### M1 wires, run 1

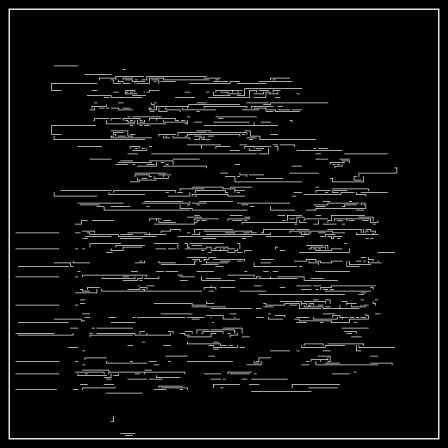
### M2 wires, run 1

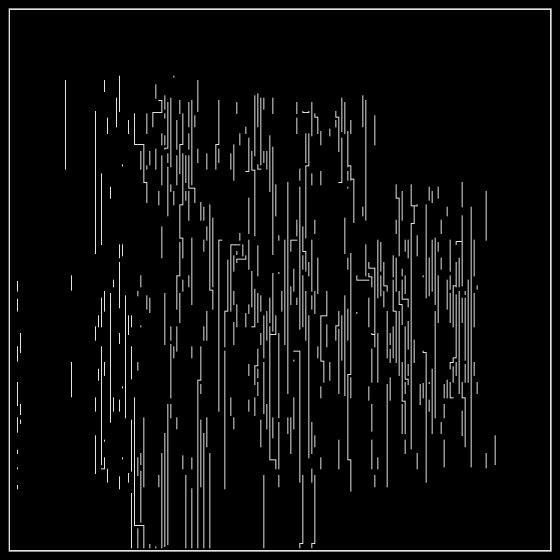
### The metal 3 layer, run 1

Bar = 20 um.
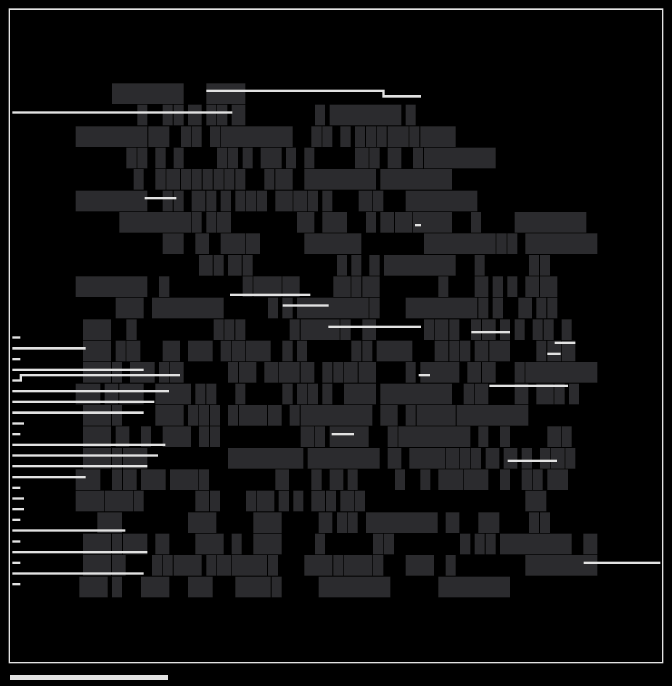
===== src/rtl/eth_tx_arb_pkg.sv =====
// rtl/eth_tx_arb_pkg.sv - shared types and helpers for the Ethernet TX frame arbiter
package eth_tx_arb_pkg;

    typedef enum logic [2:0] {
        IDLE,
        XFER,
        ABORT,
        DRAIN,
        IFG
    } arb_state_t;

    localparam int lp_STAT_WIDTH = 16;

    function automatic int cnt_width(input int ifg_cycles, input int stall_timeout);
        int m;
        m = (ifg_cycles > stall_timeout) ? ifg_cycles : stall_timeout;
        return $clog2(m + 1);
    endfunction

endpackage


===== src/rtl/eth_rr_arbiter.sv =====
// rtl/eth_rr_arbiter.sv - combinational round-robin picker: first request at or after the pointer
module eth_rr_arbiter #(
    parameter int P_NUM_REQ = 2
) (
    input  logic [P_NUM_REQ-1:0]         i_req,
    input  logic [$clog2(P_NUM_REQ)-1:0] i_ptr,
    output logic [P_NUM_REQ-1:0]         o_grant,
    output logic [$clog2(P_NUM_REQ)-1:0] o_index,
    output logic                         o_any
);

    localparam int lp_IW = $clog2(P_NUM_REQ);

    always_comb begin
        o_index = '0;
        o_any   = |i_req;
        // Scan from the farthest offset down so the nearest request wins.
        for (int off = P_NUM_REQ - 1; off >= 0; off--) begin
            if (i_req[(int'(i_ptr) + off) % P_NUM_REQ]) begin
                o_index = lp_IW'((int'(i_ptr) + off) % P_NUM_REQ);
            end
        end
        o_grant = o_any ? (P_NUM_REQ'(1) << o_index) : '0;
    end

endmodule


===== src/rtl/eth_tx_arbiter.sv =====
// rtl/eth_tx_arbiter.sv - frame-level round-robin TX arbiter with IFG and stall abort
// Optional statistics counters enabled by ETH_TX_ARBITER_STATS_EN.
module eth_tx_arbiter
    import eth_tx_arb_pkg::*;
#(
    parameter int P_NUM_REQ       = 2,
    parameter int P_DATA_WIDTH    = 8,
    parameter int P_IFG_CYCLES    = 12,
    parameter int P_STALL_TIMEOUT = 1024
) (
    input  logic                              i_clock,
    input  logic                              i_reset_n,
    input  logic [P_NUM_REQ*P_DATA_WIDTH-1:0] i_s_tdata,
    input  logic [P_NUM_REQ-1:0]              i_s_tvalid,
    input  logic [P_NUM_REQ-1:0]              i_s_tlast,
    output logic [P_NUM_REQ-1:0]              o_s_tready,
    output logic [P_DATA_WIDTH-1:0]           o_m_tdata,
    output logic                              o_m_tvalid,
    output logic                              o_m_tlast,
    output logic                              o_m_tuser,
    input  logic                              i_m_tready,
    output logic [P_NUM_REQ-1:0]              o_grant,
    output logic                              o_busy,
    output logic                              o_timeout
`ifdef ETH_TX_ARBITER_STATS_EN
    ,
    output logic [P_NUM_REQ*lp_STAT_WIDTH-1:0] o_frame_count,
    output logic [lp_STAT_WIDTH-1:0]           o_abort_count
`endif
);

    localparam int lp_CW = cnt_width(P_IFG_CYCLES, P_STALL_TIMEOUT);
    localparam int lp_IW = $clog2(P_NUM_REQ);

    arb_state_t              state;
    logic [lp_IW-1:0]        rr_ptr;
    logic [lp_IW-1:0]        gnt_idx;
    logic [lp_IW-1:0]        next_ptr;
    logic [lp_CW-1:0]        stall_cnt;
    logic [lp_CW-1:0]        ifg_cnt;
    logic [P_NUM_REQ-1:0]    arb_grant;
    logic [lp_IW-1:0]        arb_idx;
    logic                    arb_any;
    logic [P_DATA_WIDTH-1:0] g_data;
    logic                    g_valid;
    logic                    g_last;

    eth_rr_arbiter #(
        .P_NUM_REQ(P_NUM_REQ)
    ) u_rr_arbiter (
        .i_req  (i_s_tvalid),
        .i_ptr  (rr_ptr),
        .o_grant(arb_grant),
        .o_index(arb_idx),
        .o_any  (arb_any)
    );

    assign g_data   = i_s_tdata[int'(gnt_idx)*P_DATA_WIDTH +: P_DATA_WIDTH];
    assign g_valid  = i_s_tvalid[gnt_idx];
    assign g_last   = i_s_tlast[gnt_idx];
    assign next_ptr = (gnt_idx == lp_IW'(P_NUM_REQ - 1)) ? '0 : gnt_idx + 1'b1;
    assign o_busy   = (state != IDLE);

    always_comb begin
        o_m_tdata  = '0;
        o_m_tvalid = 1'b0;
        o_m_tlast  = 1'b0;
        o_m_tuser  = 1'b0;
        o_s_tready = '0;
        case (state)
            XFER: begin
                o_m_tdata           = g_data;
                o_m_tvalid          = g_valid;
                o_m_tlast           = g_last;
                o_s_tready[gnt_idx] = i_m_tready;
            end
            ABORT: begin
                o_m_tvalid = 1'b1;
                o_m_tlast  = 1'b1;
                o_m_tuser  = 1'b1;
            end
            DRAIN: o_s_tready[gnt_idx] = 1'b1;
            default: ;
        endcase
    end

    always_ff @(posedge i_clock or negedge i_reset_n) begin
        if (!i_reset_n) begin
            state     <= IDLE;
            rr_ptr    <= '0;
            gnt_idx   <= '0;
            o_grant   <= '0;
            stall_cnt <= '0;
            ifg_cnt   <= '0;
            o_timeout <= 1'b0;
        end else begin
            o_timeout <= 1'b0;
            case (state)
                IDLE: begin
                    if (arb_any) begin
                        gnt_idx   <= arb_idx;
                        o_grant   <= arb_grant;
                        stall_cnt <= '0;
                        state     <= XFER;
                    end
                end
                XFER: begin
                    // MAC backpressure with data present is not a source stall.
                    if (g_valid && i_m_tready) begin
                        stall_cnt <= '0;
                        if (g_last) begin
                            rr_ptr  <= next_ptr;
                            o_grant <= '0;
                            ifg_cnt <= '0;
                            state   <= IFG;
                        end
                    end else if (!g_valid) begin
                        if (stall_cnt == lp_CW'(P_STALL_TIMEOUT - 1)) begin
                            stall_cnt <= '0;
                            state     <= ABORT;
                        end else begin
                            stall_cnt <= stall_cnt + 1'b1;
                        end
                    end
                end
                ABORT: begin
                    if (i_m_tready) begin
                        o_timeout <= 1'b1;
                        state     <= DRAIN;
                    end
                end
                DRAIN: begin
                    if (g_valid && g_last) begin
                        rr_ptr  <= next_ptr;
                        o_grant <= '0;
                        ifg_cnt <= '0;
                        state   <= IFG;
                    end
                end
                IFG: begin
                    if (ifg_cnt == lp_CW'(P_IFG_CYCLES - 1)) begin
                        ifg_cnt <= '0;
                        state   <= IDLE;
                    end else begin
                        ifg_cnt <= ifg_cnt + 1'b1;
                    end
                end
                default: state <= IDLE;
            endcase
        end
    end

`ifdef ETH_TX_ARBITER_STATS_EN
    logic [lp_STAT_WIDTH-1:0] frame_cnt [P_NUM_REQ];

    always_ff @(posedge i_clock or negedge i_reset_n) begin
        if (!i_reset_n) begin
            for (int k = 0; k < P_NUM_REQ; k++) begin
                frame_cnt[k] <= '0;
            end
            o_abort_count <= '0;
        end else begin
            if (state == XFER && g_valid && i_m_tready && g_last && frame_cnt[gnt_idx] != '1) begin
                frame_cnt[gnt_idx] <= frame_cnt[gnt_idx] + 1'b1;
            end
            if (o_timeout && o_abort_count != '1) begin
                o_abort_count <= o_abort_count + 1'b1;
            end
        end
    end

    for (genvar k = 0; k < P_NUM_REQ; k++) begin : g_frame_count
        assign o_frame_count[k*lp_STAT_WIDTH +: lp_STAT_WIDTH] = frame_cnt[k];
    end
`endif

endmodule


===== config.mk =====
export PLATFORM = sky130hd
export DESIGN_NAME = eth_tx_arbiter
export DESIGN_NICKNAME = d
export VERILOG_FILES = /design/src/rtl/eth_tx_arb_pkg.sv /design/src/rtl/eth_rr_arbiter.sv /design/src/rtl/eth_tx_arbiter.sv
export SDC_FILE = /design/constraint.sdc
export NUM_CORES = 1
export LEC_CHECK = 0
export ABC_AREA = 1
export CAP_MARGIN = 20
export CORE_MARGIN = 8
export CORE_UTILIZATION = 44
export CTS_CLUSTER_DIAMETER = 40
export DETAILED_ROUTE_END_ITERATION = 7
export GPL_ROUTABILITY_DRIVEN = 0
export GPL_TIMING_DRIVEN = 0
export PLACE_DENSITY_LB_ADDON = 0.12
export REMOVE_ABC_BUFFERS = 1
export SYNTH_ARGS = -nofsm -noshare
export SYNTH_HDL_FRONTEND = slang
export SYNTH_HIERARCHICAL = 1
export SYNTH_SLANG_ARGS = --single-unit

===== constraint.sdc =====
create_clock -name i_clock -period 2.41 [get_ports i_clock]
set_input_delay 0.482 -clock i_clock [delete_from_list [all_inputs] [get_ports i_clock]]
set_output_delay 0.482 -clock i_clock [all_outputs]
set_load 0.02 [all_outputs]

==> results.json, run 1 <==
{
  "status": "completed",
  "grt_start_max_net_pins": 31,
  "synth-cells-yosys": 293,
  "path_class": "flop to output pin",
  "layout_min_cycle_time_ps": 2239,
  "hold_viol": 0,
  "fin_util": 0.5732,
  "design_area_um2": 2479,
  "ff_type": "dfrtp_1",
  "fin_crit_sh": 0.9290,
  "wl_per_cell_um": 12.16,
  "hp-class": "input pin to asynchronous set/reset pin",
  "async_reset_ff_frac": 1.000,
  "crit_slowest_cell": "dfrtp_1",
  "netlist_area_um2": 1957,
  "row_count": 24,
  "ir_drop_mv": 0.4787,
  "p_leak_nw": 1.339,
  "ys.flops": 30,
  "antenna_found_initial": 0,
  "yosysTopAreaCellShare": 0.3836,
  "cts.sink_count": 30,
  "clk_pin_slew_ps": 70,
  "die_h_um": 82.69,
  "power.density_nw_per_um2": 896.7,
  "synth_top_cell_by_area": "dfrtp_1",
  "rsz0062_at_grt": "false",
  "cp_data_arrival_time_ps": 1760
}
## Picture notes: 'M1 wires'
The layer carries 2200 um of wire. The wires run mostly horizontal. The longest straight run is 20.2 um.
DR vias: 1906
grt met1 use: 0.1888
routed wire length: 4719 um

## Picture notes: 'M2 wires'
The layer carries 2100 um of wire. The wires run mostly vertical. 268 nets have wire on it. The layer holds 45% of the routed length.
met2 Use GR: 0.2385

## Picture notes: 'The metal 3 layer'
The layer holds 7.2% of the routed length. 33 nets have wire on it. The layer carries 342 um of wire. The longest straight run is 27.6 um.

run 1: routing by layer:
metal  track usage  vias up  share of wire
li1              -     1017              -
met1        0.1888      835           0.47
met2        0.2385       46           0.45
met3       0.06494        8          0.072
met4       0.06207        0          0.015
met5             0        -              0
run 1: flip-flops by register name, summed over array words and instances, names as in the netlist:
| name | count |
|---|---|
| ifg_cnt | 11 |
| rr_ptr | 1 |
| o_timeout | 1 |
| state | 3 |
| stall_cnt | 11 |
| o_grant | 2 |
| gnt_idx | 1 |
run 1: cells in the final DEF (no fill, tap or decap), drive strengths merged:
| cell type | Yosys | final |
|---|---|---|
| nand2 | 113 | 113 |
| inv | 34 | 34 |
| nor2 | 31 | 31 |
| dfrtp | 30 | 30 |
| clkdlybuf4s50 | 0 | 25 |
| nand3 | 23 | 23 |
| a21oi | 14 | 14 |
| o21ai | 14 | 14 |
| dlygate4sd2 | 0 | 10 |
| nand4 | 7 | 7 |
| clkbuf | 2 | 7 |
| nor3 | 4 | 4 |
| nand3b | 3 | 3 |
| xor2 | 3 | 3 |
| dlymetal6s2s | 0 | 3 |
| clkinv | 1 | 2 |
| o21bai | 2 | 2 |
| o21a | 2 | 2 |
| ha | 2 | 2 |
| buf | 3 | 2 |
| o211ai | 2 | 2 |
| or2 | 1 | 1 |
| and2 | 1 | 1 |
| a21boi | 1 | 1 |
run 1: where the power goes:
part           leakage, nW  switching, mW  internal, mW
logic                0.886          0.714         0.372
registers            0.405          0.116         0.596
clock network       0.0482          0.195         0.230
run 1: what timing repair did:
action | in CTS | in global routing
gates cloned | 0 | 0
setup endpoints to repair | 10 | 3
resized | 13 | 4
hold endpoints to repair | 0 | 0
run 1: worst paths after layout:
kind | start | to | cells after the start
max in group asynchronous | i_reset_n | gnt_idx | 1
min reg2reg | o_grant[0] | o_grant[0] | 2
min in group i_clock | o_grant[0] | o_grant[0] | 2
min | i_reset_n | ifg_cnt[3] | 1
max | state[1] | o_m_tlast | 6
max reg2reg | state[0] | ifg_cnt[0] | 5
run 1: worst reg2reg max path: stages, from the launching register on:
cell	delay (ps)
dfrtp_1	440
nor3_1	510
buf_2	310
o211ai_2	250
nand2_1	140
nand2_1	60
run 1: stage by stage:
stage               instances  hold WS [ps]  setup WS (ps)  power [mW]
finish                    388         236.5          171.2       2.223
global route              388         299.0          24.11       2.420
CTS                       388         257.9          6.225       2.246
detailed placement        380         460.0         -46.34       1.843
global placement          379         454.6         -40.92       1.825
floorplan                 288         186.4          538.2       1.428
run 1: area by class of cell:
cell class / count / area, um2
sequential: 30 / 752.0
timing repair buffer: 40 / 385.4
fill: 445 / 1846
multi-input combinational: 223 / 1050
clock inverter: 1 / 5.005
clock buffer: 7 / 86.33
tap: 52 / 65.06
inverter: 35 / 135.1
run 1: logic make-up after synthesis:
kind of cell / count (synthesis) / synth area share
DFF: 30 / 0.3836
xor gates and xnor gates: 3 / 0.01343
buffers and inverters: 40 / 0.08120
adders and majority gates: 2 / 0.01279
AOI/OAI and AO/OA: 35 / 0.1049
and+or+nand+nor: 183 / 0.4041
### Where the registers sit, run 1

Bar = 20 um. Other sequential cells in the stronger grey, the rest of the logic in the fainter grey.
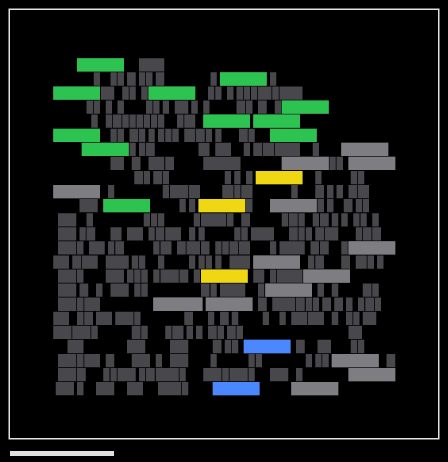

==> run 2, diff against run 1 <==
--- a/config.mk
+++ b/config.mk
@@ -6,15 +6,15 @@
 export NUM_CORES = 1
 export LEC_CHECK = 0
 export ABC_AREA = 1
-export CAP_MARGIN = 20
 export CORE_MARGIN = 8
 export CORE_UTILIZATION = 44
 export CTS_CLUSTER_DIAMETER = 40
 export DETAILED_ROUTE_END_ITERATION = 7
 export GPL_ROUTABILITY_DRIVEN = 0
 export GPL_TIMING_DRIVEN = 0
-export PLACE_DENSITY_LB_ADDON = 0.12
+export PLACE_DENSITY_LB_ADDON = 0.3
 export REMOVE_ABC_BUFFERS = 1
+export SETUP_SLACK_MARGIN = 0.3
 export SYNTH_ARGS = -nofsm -noshare
 export SYNTH_HDL_FRONTEND = slang
 export SYNTH_HIERARCHICAL = 1
### Where the registers sit, run 2

Bar = 20 um. Other sequential cells in the stronger grey, the rest of the logic in the fainter grey.
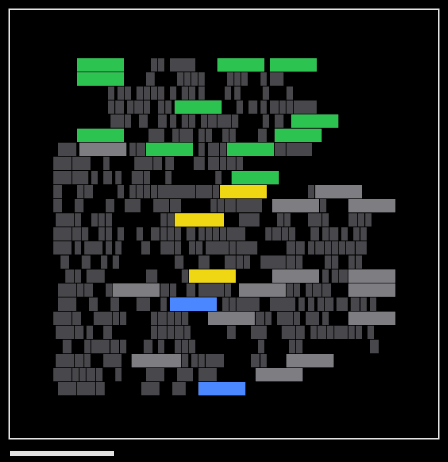
stall_cnt: marked green, flops 11. state: marked yellow, flops 3. o_grant: marked blue, flops 2.
Another 14 sequential cells are not coloured.
Seq. pwr: 701 uW
flop share of the area: 0.3082
Final Core Density: 0.5651

==> run 2 against run 1 <==
  * First-iteration DRC count up 35%
  * Core utilization fell by 0.81 points
  * Synthesized cell count stayed put
  * Register-to-register slack better by 20 ps
  * Cell area fell by 1.4%
  * Setup slack better by 220 ps
  * Critical path type unchanged
  * Via count rose by 1.9%
  * Critical endpoint unchanged
  * Wire length down 4.9%
  * Sequential power shrank 2%
==> results.json, run 2 <==
{
  "status": "completed",
  "ir_drop_mv": 0.4348,
  "ff_type": "dfrtp_1",
  "async_reset_ff_frac": 1.000,
  "ys.flops": 30,
  "reg.largest.list": "ifg_cnt: 11 flops, stall_cnt: 11 flops, state: 3 flops",
  "drc": 0,
  "lay_top_cells": "109 x nand2_1, 30 x inv_1, 29 x nor2_1",
  "die-width_um": 82.69,
  "ys_seq_share": 0.3836,
  "layout_top_cell": "nand2_1",
  "grt_pass1_wl_um": 8383,
  "hold_viol": 0,
  "hp-class": "input pin to asynchronous set/reset pin",
  "crit_required_ps": 1930,
  "power.density_nw_per_um2": 901.7,
  "row_count": 24,
  "drv_cap": 0,
  "syn2layout_area_growth_pct": 24.87,
  "path_class": "flop to output pin",
  "cp_data_arrival_time_ps": 1540,
  "vias": 1943,
  "p_leak_nw": 1.277,
  "syn_avg_cell_area_um2": 6.679,
  "logic_area_um2": 1060,
  "drt_wl_total_um": 4488,
  "die_h_um": 82.69,
  "fillers": 413,
  "flop_area_um2": 753.2,
  "fin_crit_sh": 0.8385,
  "die_area_um2": 6838,
  "clk_pin_slew_ps": 60,
  "synth.area.top_cells": "dfrtp_1 38%, nand2_1 21%, inv_1 5.8%, nor2_1 5.8%, nand3_1 5.6%",
  "synth_top_cell_by_area": "dfrtp_1",
  "edf_count": 0,
  "rsz0062_at_grt": "true",
  "antenna_found_initial": 0,
  "cts.sink_count": 30,
  "yosysTopAreaCellShare": 0.3836,
  "layout_min_cycle_time_ps": 2021,
  "design_area_um2": 2444,
  "ctsHtreeMaxLevel": 2,
  "grt_start_max_net_pins": 31,
  "path_buffers": 3,
  "yosysChipArea_um2": 1957,
  "wl_per_cell_um": 11.54,
  "netlist_area_um2": 1957,
  "synth-cells-yosys": 293,
  "ios": 40
}
run 2: cell counts after synthesis:
No cell type changed its count.
run 2: power breakdown:
group / internal [mW] / total (mW) / switching (mW)
Sequential: 0.597 / 0.701 / 0.104
Combinational: 0.362 / 1.09 / 0.726
Clock: 0.230 / 0.415 / 0.185
Total: 1.19 / 2.20 / 1.01
run 2: kinds of logic after synthesis:
group,count (synthesis),share of synthesized area
AND/OR/NAND/NOR,183,0.4041
buffers and inverters,40,0.08120
AND-OR/OR-AND,35,0.1049
flip-flops,30,0.3836
XOR/XNOR,3,0.01343
adder cells (fa/ha/maj),2,0.01279
run 2: repair_timing:
action                     CTS  global route
gates resized               37            18
setup buffers                0             2
hold buffers                 0             0
setup endpoints to repair   27            13
run 2: worst paths after layout:
| path | from | endpoint | slack (ps) | depth (start not counted) |
|---|---|---|---|---|
| max | state[2] | o_m_tlast | 390 | 6 |
| min | i_reset_n | ifg_cnt[3] | 240 | 1 |
| max reg2reg | state[0] | ifg_cnt[5] | 620 | 4 |
| min reg2reg | o_grant[1] | o_grant[1] | 480 | 2 |
| max in group asynchronous | i_reset_n | gnt_idx | 1690 | 1 |
| min in group i_clock | o_grant[1] | o_grant[1] | 480 | 2 |
run 2: cell type report:
type / count / share of cell area
clock buffers: 7 / 0.03533
well taps: 52 / 0.02663
multi-input cells: 223 / 0.4337
flip-flops and latches: 30 / 0.3082
inverters: 35 / 0.05581
clock inverters: 1 / 0.002048
repair buffers: 41 / 0.1382
run 2: layer usage:
layer,wire (um),GRT usage,vias up
met1,2141,0.1883,876
met4,45,0.05172,0
met3,364,0.06818,5
met2,1937,0.2331,46
met5,0,0,-
li1,-,-,1016
run 2: per-stage QoR:
stage	power, mW	hold slack (ps)	worst slack (ps)	instances	TNS, ps
2_1_floorplan	1.428	186.4	538.2	288	0
3_3_place_gp	1.813	459.2	-42.71	379	-79.98
3_5_place_dp	1.830	477.0	-74.46	379	-99.97
4_1_cts	2.242	494.2	204.7	387	0
5_1_grt	2.412	286.7	287.5	389	0
6_report	2.203	236.8	389.3	389	0
Power is estimated from default activity; no workload was simulated.
